Sizing map:
Scale: 10 px per µm.
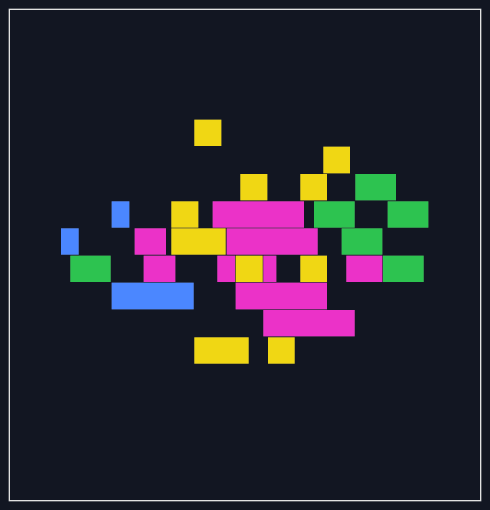
The metal 3 layer:
Scale: 10 px per µm.
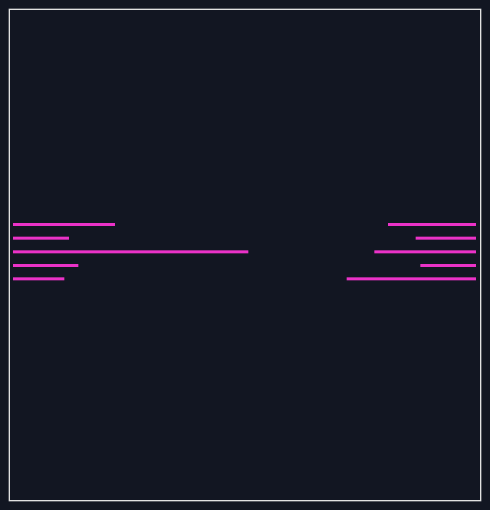
Wiring heat map:
Scale: 8 px per µm. 9 x 10 tiles, from black (low) to pale yellow (high), scaled to the fullest tile. Values are wire area over tile area, all layers added.
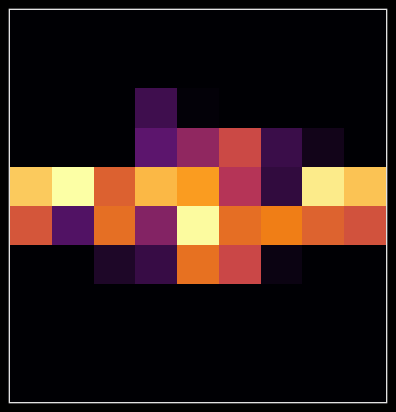
--- src/rtl/full_adder_reg_pkg.sv ---
// Purpose : shared constants for the registered adder slice.
// Latency : n/a (package only).
// Backpressure: n/a.
//
// Contents: default operand width used by the interface and the top.
package full_adder_reg_pkg;

    // Default operand width; WIDTH = 1 gives the classic full adder.
    localparam int FA_DEFAULT_WIDTH = 1;

endpackage : full_adder_reg_pkg

--- src/rtl/full_adder_reg_if.sv ---
// Purpose : operand/result bundle for full_adder_reg.
// Latency : n/a (wires only).
// Backpressure: none; there is no ready signal, the adder accepts every valid.
//
// Signals: in_valid, a, b, cin (operand side); sum, cout, ovf, out_valid (result side).
// Modports: master drives operands and observes results; slave is the adder.
interface full_adder_reg_if
    import full_adder_reg_pkg::*;
#(
    parameter int WIDTH = FA_DEFAULT_WIDTH
) ();

    logic             in_valid;
    logic [WIDTH-1:0] a;
    logic [WIDTH-1:0] b;
    logic             cin;
    logic [WIDTH-1:0] sum;
    logic             cout;
    logic             ovf;
    logic             out_valid;

    modport master (
        output in_valid,
        output a,
        output b,
        output cin,
        input  sum,
        input  cout,
        input  ovf,
        input  out_valid
    );

    modport slave (
        input  in_valid,
        input  a,
        input  b,
        input  cin,
        output sum,
        output cout,
        output ovf,
        output out_valid
    );

endinterface : full_adder_reg_if

--- src/rtl/full_adder_cell.sv ---
// Purpose : 1-bit full adder cell, one link of the ripple chain.
// Latency : combinational.
// Backpressure: none.
//
// Ports: a, b, cin in; sum = a^b^cin, cout = majority(a, b, cin) out.
module full_adder_cell (
    input  logic a,
    input  logic b,
    input  logic cin,
    output logic sum,
    output logic cout
);

    assign sum  = a ^ b ^ cin;
    assign cout = (a & b) | (a & cin) | (b & cin);

endmodule : full_adder_cell

--- src/rtl/full_adder_reg.sv ---
// Purpose : registered WIDTH-bit adder (a + b + cin) with carry-out and signed overflow.
// Latency : 1 cycle from in_valid to out_valid/result.
// Backpressure: none; one add per cycle, back-to-back valids accepted.
//
// Ports: clk, rst_n (async, active-low) plain; bus (slave modport) carries
//        in_valid/a/b/cin in and sum/cout/ovf/out_valid out.
//        The interface instance must be built with the same WIDTH as this module.
module full_adder_reg
    import full_adder_reg_pkg::*;
#(
    parameter int WIDTH = FA_DEFAULT_WIDTH
) (
    input  logic                clk,
    input  logic                rst_n,
    full_adder_reg_if.slave     bus
);

    // c[i] is the carry into bit i; c[WIDTH] is the carry out of the MSB.
    logic [WIDTH:0]   c;
    logic [WIDTH-1:0] s;
    logic             ovf_d;

    assign c[0] = bus.cin;

    generate
        for (genvar i = 0; i < WIDTH; i++) begin : g_cell
            full_adder_cell u_cell (
                .a    (bus.a[i]),
                .b    (bus.b[i]),
                .cin  (c[i]),
                .sum  (s[i]),
                .cout (c[i+1])
            );
        end
    endgenerate

    // Signed overflow: carry into MSB differs from carry out of MSB.
    // For WIDTH = 1 the carry into the MSB is cin itself.
    assign ovf_d = c[WIDTH] ^ c[WIDTH-1];

    logic [WIDTH-1:0] sum_q;
    logic             cout_q;
    logic             ovf_q;
    logic             out_valid_q;

    // Result registers only move on a valid cycle, so garbage or X on the
    // operands while in_valid is low never reaches the outputs.
    always_ff @(posedge clk or negedge rst_n) begin
        if (!rst_n) begin
            sum_q  <= '0;
            cout_q <= 1'b0;
            ovf_q  <= 1'b0;
        end else if (bus.in_valid) begin
            sum_q  <= s;
            cout_q <= c[WIDTH];
            ovf_q  <= ovf_d;
        end
    end

    always_ff @(posedge clk or negedge rst_n) begin
        if (!rst_n) begin
            out_valid_q <= 1'b0;
        end else begin
            out_valid_q <= bus.in_valid;
        end
    end

    assign bus.sum       = sum_q;
    assign bus.cout      = cout_q;
    assign bus.ovf       = ovf_q;
    assign bus.out_valid = out_valid_q;

endmodule : full_adder_reg

--- src/flat_wrapper.sv ---
// flat-port wrapper written by rule: the top's interface ports become plain ports
module full_adder_reg_flat import full_adder_reg_pkg::*;
#(
    parameter int WIDTH = FA_DEFAULT_WIDTH
)
  (clk, rst_n, bus_in_valid, bus_a, bus_b, bus_cin, bus_sum, bus_cout, bus_ovf, bus_out_valid);
  full_adder_reg_if #(.WIDTH(WIDTH)) bus_i ();
  input  logic clk;
  input  logic rst_n;
  input wire logic [$bits(bus_i.in_valid)-1:0] bus_in_valid;
  input wire logic [$bits(bus_i.a)-1:0] bus_a;
  input wire logic [$bits(bus_i.b)-1:0] bus_b;
  input wire logic [$bits(bus_i.cin)-1:0] bus_cin;
  output wire logic [$bits(bus_i.sum)-1:0] bus_sum;
  output wire logic [$bits(bus_i.cout)-1:0] bus_cout;
  output wire logic [$bits(bus_i.ovf)-1:0] bus_ovf;
  output wire logic [$bits(bus_i.out_valid)-1:0] bus_out_valid;
  assign bus_i.in_valid = bus_in_valid;
  assign bus_i.a = bus_a;
  assign bus_i.b = bus_b;
  assign bus_i.cin = bus_cin;
  assign bus_sum = bus_i.sum;
  assign bus_cout = bus_i.cout;
  assign bus_ovf = bus_i.ovf;
  assign bus_out_valid = bus_i.out_valid;
  full_adder_reg #(.WIDTH(WIDTH)) u_core (.clk(clk), .rst_n(rst_n), .bus(bus_i));
endmodule
--- config.mk ---
export PLATFORM = sky130hd
export DESIGN_NAME = full_adder_reg_flat
export DESIGN_NICKNAME = d
export VERILOG_FILES = /design/src/rtl/full_adder_reg_pkg.sv /design/src/rtl/full_adder_reg_if.sv /design/src/rtl/full_adder_cell.sv /design/src/rtl/full_adder_reg.sv /design/src/flat_wrapper.sv
export SDC_FILE = /design/constraint.sdc
export NUM_CORES = 1
export LEC_CHECK = 0
export CORE_AREA = 5 5 42 44
export DETAILED_ROUTE_END_ITERATION = 8
export DIE_AREA = 0 0 47 49
export PLACE_DENSITY = 0.45
export SYNTH_ARGS = -nofsm -noshare
export SYNTH_HDL_FRONTEND = slang
export SYNTH_HIERARCHICAL = 1
export SYNTH_SLANG_ARGS = --single-unit
--- constraint.sdc ---
create_clock -name clk -period 1 [get_ports clk]
set_input_delay 0.3 -clock clk [delete_from_list [all_inputs] [get_ports clk]]
set_output_delay 0.3 -clock clk [all_outputs]
set_load 0.02 [all_outputs]
==> notes.md <==
flow finished, numbers: core area 1400 µm², clk buf depth 2, count of tool warnings 29, share of layout cells above drive strength 1 0.679, crit path max fanout 2, Syn Area/Cell 16.0 µm², Die W 47 µm, startpoint types register, GRT overflow 0, Worst-Margin Slew 0.183 ns, Setup violations, final 4, CTS Hold Bufs 0, global routing's busiest layer met4, post-layout period usage 1.05, Worst setup EP type output port, Crit path max-delay family flip-flops, WP data required 0.70 ns, Worst Setup EP bus_ovf, die area 2300 µm², Register-to-Register Path Depth 3, fmax 949 MHz, Clock Latency Late Sink 0.23 ns, outcome complete, but fails checks, Static Leak 0.166 nW, number of synthesis warnings 6, final routed DRC violation total 0, Power Total 0.584 mW, fin worst setup slack -0.0538 ns, Registers, synthesis 4, # IOs 10, failing checks setup timing, fp_density 0.114, Final ANT Viol Nets 0, Arr. time, crit path 0.75 ns, Nets 37, Final Hold Vio Count 0, vias per cell 3.32, Mapped Nets 17
About 'sizing map':
legend:
  drive 6 and up:
    color: green
    cells: 6
    share: 21%
  drive 3 to 4:
    color: yellow
    cells: 10
    share: 36%
  drive 1 or less:
    color: magenta
    cells: 9
    share: 32%
  drive 2:
    color: blue
    cells: 3
    share: 11%
Post-Layout Inst Area: 347 µm²
fin worst setup slack: -0.0538 ns
Non-CTS buffers: 15
Area growth, synth to finish: 116%

About 'the metal 3 layer':
wire length on this layer: 91.5 µm
share of all routed wire: 22%
main direction: horizontal
longest straight run: 23.2 µm
vias: 146
met3 track utilization from global routing: 0.0517
Total Routed Length: 412 µm

About 'wiring heat map':
densest ninth of the die: middle
fullest tile: 0.20
mean over tiles: 0.033
tiles over half the peak: 19%
nearly empty tiles: 68%
total routing usage reported by global routing: 0.0481
Avg WL per Cell: 9.36 µm

-- power breakdown --
group / leakage (nW) / internal, mW / switching (mW)
sequential: 0.0462 / 0.184 / 0.0145
combinational: 0.106 / 0.123 / 0.0688
clock: 0.0138 / 0.134 / 0.0602
-- worst reg2reg max path: cells and delay by family (launching register included) --
family	cells	cell delay, ns
buffers and inverters	2	0.26
multiplexers	1	0.25
flip-flops	1	0.38
-- layout make-up --
| class | instances | area, µm² |
|---|---|---|
| clock buffers | 3 | 22.5 |
| fillers | 165 | 1050 |
| repair buffers | 15 | 134 |
| well taps | 16 | 20.0 |
| flip-flops and latches | 4 | 100 |
| multi-input cells | 6 | 70.1 |
-- metrics by stage --
stage,std cells,area (µm²),hold slack [ns]
after global routing,44,347,0.275
after CTS,43,335,0.264
after floorplan,10,166,0.00441
after detailed placement,38,299,0.512
after global placement,38,299,0.504
final,44,347,0.268
-- cells in the mapped netlist --
cell,n,area share
mux2_2,2,0.14
nor2_1,1,0.023
xnor2_1,1,0.055
fa_1,1,0.13
dfrtp_1,4,0.63
a21oi_1,1,0.031
-- sequential cells by signal, summed over array words and instances (netlist names) --
register              cells
u_core/bus.cout           1
u_core/bus.out_valid      1
u_core/bus.ovf            1
u_core/bus.sum            1
-- timing repair --
item                       4_1_cts  5_1_grt
gates resized                   40        1
pin swaps                        1        0
buffers inserted                 2        1
setup endpoints to repair        7        5
-- per-layer routing --
metal  wire length (µm)  up-vias
met1                145       67
met2                176       10
met4                  0        0
li1                   -       69
met3                 91        0
met5                  0        -
No activity file was given, so power comes from the tool's default toggle rates.
